drive_strength.png
The bar under the picture is 20 um long.
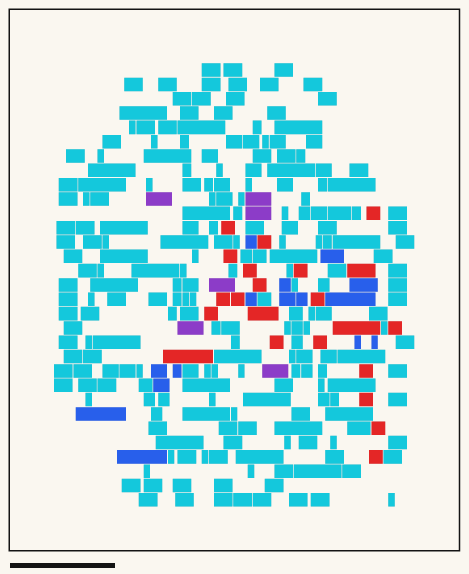
wire_density.png
The bar under the picture is 20 um long. The die is cut into 17 by 21 equal tiles; dark purple is low, yellow is high, scaled to the fullest tile. Values are wire area over tile area, all layers added.
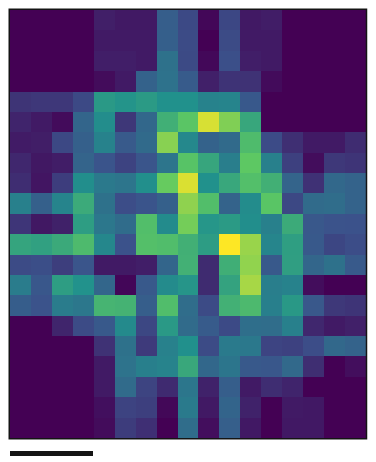
final_placement.png
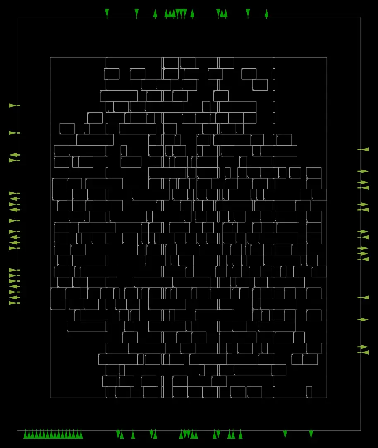
clock_map.png
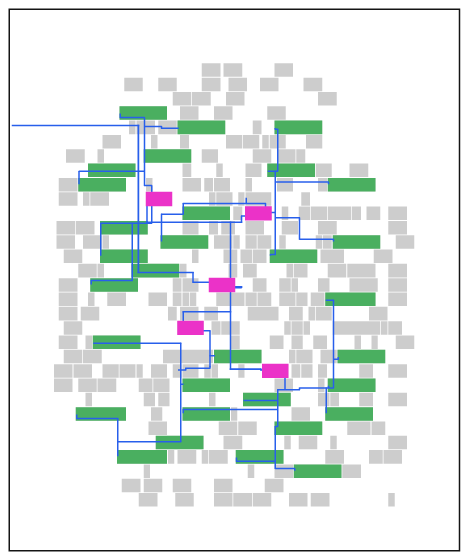
`src/rtl/kmc_useq.sv`:
```
// KMC11 microsequencer: HALT/FETCH/LATCH/EXEC loop driving the CRAM address and committing microwords.
// Optional breakpoint halt enabled by defining KMC_BRKPT_EN. Jump words carry source field IR[15:14] == 2'b11.
module kmc_useq #(
    parameter int unsigned   AW    = 10,
    parameter logic [AW-1:0] RSTPC = '0
) (
    input  logic          clk,
    input  logic          rst,
    input  logic          kmcINIT,
    input  logic          kmcRUN,
    input  logic          kmcSTEP,
    input  logic          kmcMPCLD,
    input  logic [AW-1:0] kmcMPCIN,
    input  logic          kmcSTALL,
    input  logic [15:0]   kmcCRAMD,
    input  logic          kmcALUC,
    input  logic          kmcALUZ,
    input  logic [7:0]    kmcBRG,
    input  logic [AW-1:0] kmcBRKADDR,
    output logic          kmcCRAMRD,
    output logic [AW-1:0] kmcMPC,
    output logic [15:0]   kmcCRAM,
    output logic          kmcALUCLKEN,
    output logic          kmcHALTED,
    output logic          kmcBRKHIT
);

    localparam int unsigned IRW     = 16;
    localparam logic [1:0]  SRC_JMP = 2'b11;

    typedef enum logic [1:0] {
        ST_HALT  = 2'd0,
        ST_FETCH = 2'd1,
        ST_LATCH = 2'd2,
        ST_EXEC  = 2'd3
    } state_e;

    state_e         state_q, state_d;
    logic [AW-1:0]  mpc_q, mpc_d;
    logic [IRW-1:0] ir_q, ir_d;
    logic           cramrd_q, cramrd_d;
    logic           halted_q, halted_d;
    logic           step_q, step_d;
    logic           brkhit_q, brkhit_d;

    logic           cond_c;
    logic           jump_c;
    logic [AW-1:0]  next_mpc_c;
    logic           brk_c;
    logic           aluclken_c;

    // Branch condition select; flags are those left by the previous microword
    always_comb begin
        cond_c = 1'b0;
        unique case (ir_q[10:8])
            3'd0: cond_c = 1'b1;
            3'd1: cond_c = kmcALUC;
            3'd2: cond_c = kmcALUZ;
            3'd3: cond_c = !kmcALUC;
            3'd4: cond_c = !kmcALUZ;
            3'd5: cond_c = kmcBRG[0];
            3'd6: cond_c = kmcBRG[7];
            3'd7: cond_c = 1'b0;
        endcase
    end

    assign jump_c     = (ir_q[15:14] == SRC_JMP);
    assign next_mpc_c = (jump_c && cond_c) ? AW'({ir_q[12:11], ir_q[7:0]})
                                           : mpc_q + AW'(1);

`ifdef KMC_BRKPT_EN
    assign brk_c = (state_q == ST_EXEC) && (mpc_q == kmcBRKADDR) && kmcRUN && !step_q;
`else
    logic unused_brkaddr_c;
    assign unused_brkaddr_c = ^kmcBRKADDR;
    assign brk_c            = 1'b0;
`endif

    // Commit strobe is live during the unstalled EXEC cycle so the ALU and MPC update on the same edge
    assign aluclken_c = (state_q == ST_EXEC) && !kmcSTALL && !brk_c && !kmcINIT;

    always_comb begin
        state_d  = state_q;
        mpc_d    = mpc_q;
        ir_d     = ir_q;
        cramrd_d = 1'b0;
        halted_d = halted_q;
        step_d   = step_q;
        brkhit_d = brkhit_q;

        unique case (state_q)
            ST_HALT: begin
                if (kmcMPCLD) begin
                    mpc_d = kmcMPCIN;
                end
                if (kmcRUN || kmcSTEP) begin
                    state_d  = ST_FETCH;
                    cramrd_d = 1'b1;
                    halted_d = 1'b0;
                    step_d   = kmcSTEP;
                    brkhit_d = 1'b0;
                end
            end
            ST_FETCH: begin
                state_d = ST_LATCH;
            end
            ST_LATCH: begin
                ir_d    = kmcCRAMD;
                state_d = ST_EXEC;
            end
            ST_EXEC: begin
                if (brk_c) begin
                    state_d  = ST_HALT;
                    halted_d = 1'b1;
                    brkhit_d = 1'b1;
                    step_d   = 1'b0;
                end else if (!kmcSTALL) begin
                    mpc_d = next_mpc_c;
                    if (kmcRUN && !step_q) begin
                        state_d  = ST_FETCH;
                        cramrd_d = 1'b1;
                    end else begin
                        state_d  = ST_HALT;
                        halted_d = 1'b1;
                        step_d   = 1'b0;
                    end
                end
            end
        endcase

        // Synchronous initialize overrides everything above
        if (kmcINIT) begin
            state_d  = ST_HALT;
            mpc_d    = RSTPC;
            ir_d     = '0;
            cramrd_d = 1'b0;
            halted_d = 1'b1;
            step_d   = 1'b0;
            brkhit_d = 1'b0;
        end
    end

    always_ff @(posedge clk or negedge rst) begin
        if (!rst) begin
            state_q  <= ST_HALT;
            mpc_q    <= RSTPC;
            ir_q     <= '0;
            cramrd_q <= 1'b0;
            halted_q <= 1'b1;
            step_q   <= 1'b0;
            brkhit_q <= 1'b0;
        end else begin
            state_q  <= state_d;
            mpc_q    <= mpc_d;
            ir_q     <= ir_d;
            cramrd_q <= cramrd_d;
            halted_q <= halted_d;
            step_q   <= step_d;
            brkhit_q <= brkhit_d;
        end
    end

    assign kmcCRAMRD   = cramrd_q;
    assign kmcMPC      = mpc_q;
    assign kmcCRAM     = ir_q;
    assign kmcALUCLKEN = aluclken_c;
    assign kmcHALTED   = halted_q;
    assign kmcBRKHIT   = brkhit_q;

endmodule
```
`config.mk`:
```
export PLATFORM = sky130hd
export DESIGN_NAME = kmc_useq
export DESIGN_NICKNAME = d
export VERILOG_FILES = /design/src/rtl/kmc_useq.sv
export SDC_FILE = /design/constraint.sdc
export NUM_CORES = 1
export LEC_CHECK = 0
export CAP_MARGIN = 30
export CORE_ASPECT_RATIO = 1.25
export CORE_MARGIN = 8
export CORE_UTILIZATION = 30
export DETAILED_ROUTE_END_ITERATION = 10
export SETUP_SLACK_MARGIN = 0.05
export SYNTH_ARGS = -nofsm -noshare
export SYNTH_HDL_FRONTEND = slang
export SYNTH_SLANG_ARGS = --single-unit
```
`constraint.sdc`:
```
create_clock -name clk -period 1.8 [get_ports clk]
set_input_delay 0.18 -clock clk [delete_from_list [all_inputs] [get_ports clk]]
set_output_delay 0.18 -clock clk [all_outputs]
set_load 0.03 [all_outputs]
```
==> impl_metrics.json <==
{
  "ys_seq_share": 0.432,
  "ys_cells": 180,
  "arrival_ps": 1840,
  "compound_area_frac": 0.169,
  "clock_buffers": 7,
  "crit_chain": "ha_2 > mux2_4 > a21oi_4 > buf_4 > a221o_1 > o22a_1",
  "path_max_fanout": 9,
  "wl_met2_um": 2520,
  "post-place-ws_ps": -71.0,
  "clk_path_buf_depth": 2,
  "clkSinkCount": 31,
  "rsz0062_at_grt": "true",
  "yosys.cell_count.top_type": "dfrtp_1",
  "dp_hpwl_um": 4110,
  "worst-setup-path-type": "reg2reg",
  "drv_slew": 0,
  "cts_made_buffers": 5,
  "floorplan.core_util": 0.311,
  "skew_ps": 5.48,
  "power_uw": 3270,
  "avgViaCountPerCell": 4.95,
  "tns_ps": 0,
  "taps": 66,
  "htree_levels": 2,
  "cts.repair.resized": 1,
  "crit_required_ps": 1970,
  "hold_buffers": 0,
  "period_needed_ps": 1670,
  "logic_family": "AND-OR/OR-AND gates",
  "busiest_layer": "met2",
  "largest_class": "logic gates",
  "cts_tree": "done",
  "xor_area_frac": 0.0341,
  "gp_congestion": 0.787,
  "stdcell_count": 328,
  "common_cells": "dfrtp_1, nor2_1, mux2i_1, nand2_1",
  "post-route-period-util": 0.928,
  "bufAreaShareNonClock": 0.285,
  "largest_reg_flops": 16,
  "logic_gate_count": 134,
  "final-comb-area_um2": 967,
  "ir_drop_mv": 0.491,
  "grt_overflow": 0,
  "die_h_um": 103,
  "dieArea_mm2": 0.00874,
  "inv_count": 7,
  "regArea_um2": 779,
  "max_stage_delay_ps": 400,
  "cp_num_buf_inv": 1,
  "syn_nets": 237,
  "p_seq_frac": 0.322,
  "seq-power_uw": 1050,
  "pin_count": 83,
  "chipWidth_um": 85.2,
  "finalHoldViolations": 0,
  "switchingPower_uw": 1310,
  "combPwrFrac": 0.503,
  "met1_usage": 0.150,
  "layout-drive-gt1-share": 0.164,
  "critPathLaunch": "state_q[1]$_DFFE_PN0P_",
  "yosys_warnings": 0,
  "fin_nets": 318,
  "cts_root_buf": "clkbuf_8",
  "synthMuxAreaShare": 0.142,
  "end_kind": "flip-flop",
  "drtIter0Drc": 41,
  "swShare": 0.399,
  "maxCapViolations": 0,
  "area_leaders": "dfrtp_1, mux2i_1, nor2_1, nand2_1, a32oi_1",
  "top_cell_area_share": 0.418,
  "final_area_mm2": 0.00272,
  "crit_family": "AND-OR/OR-AND gates",
  "warning_count": 45,
  "p_int_uw": 1970,
  "synth-simple-area-share": 0.152,
  "grt_pass1_vias": 1774,
  "ff2ff_path_depth": 6,
  "syn_avg_cell_area_um2": 9.98,
  "yosysTopAreaCell": "dfrtp_1",
  "synth_area_mm2": 0.00180,
  "row_count": 31,
  "power_density_mw_per_mm2": 1200,
  "met3_usage": 0.0439,
  "comb_share": 0.355,
  "edf_count": 0,
  "ant_nets": 0,
  "sh_seq_area": 0.286,
  "crit_cells": 6,
  "antennaDiodeCount": 0,
  "leakage_uw": 0.00116,
  "timing.rr.start": "state_q[1]$_DFFE_PN0P_",
  "max_freq_mhz": 599,
  "route.detailed.drc": 0,
  "ys_ff": 31,
  "first_pass_iters": 6,
  "crit_end": "kmcMPC[7]$_DFFE_PN0P_",
  "area_share_clock_buf_inv": 0.0335,
  "outcome": "complete, no violations",
  "r2r_slack_ps": 130,
  "topRoutingLayerUsed": "met4",
  "synthAdderAreaFrac": 0.0279,
  "power.group.top": "combinational cells",
  "postCtsSetupRepairBufs": 0,
  "hp-class": "in2async"
}
Notes on drive_strength.png above:
- red: drive 3 to 4 (cells 22; share 8.4%; most used buf_4)
- cyan: drive 1 or less (cells 219; share 84%; most used clkdlybuf4s50_1)
- purple: drive 6 and up (cells 6; share 2.3%; most used clkbuf_8)
- blue: drive 2 (cells 15; share 5.7%; most used a21oi_2)
Signal buffers: 82
Layout Area Growth over Synthesis: 51.5%
PnR worst setup slack: 129 ps

Notes on wire_density.png above:
- fullest tile: 0.37
- tiles over half the peak: 16%
- densest ninth of the die: centre
- nearly empty tiles: 22%
final WL: 5190 um
Wirelength per Cell: 15.8 um
total track usage: 0.124

Notes on final_placement.png above:
flop count: 31
post-layout util: 0.471
Placeable Area: 0.00578 mm^2
filler cell count: 578

Notes on clock_map.png above:
- blue: clock wires (length 487 um)
- magenta: cells driving clock nets (count 5)
- green: flip-flops (count 31)
- routed clock nets: 6
Late-Pin Clk Latency: 280 ps
Power Clock: 572 uW
clock power share: 0.175

Power figures rest on the tool's default switching activity, not on a simulated workload.
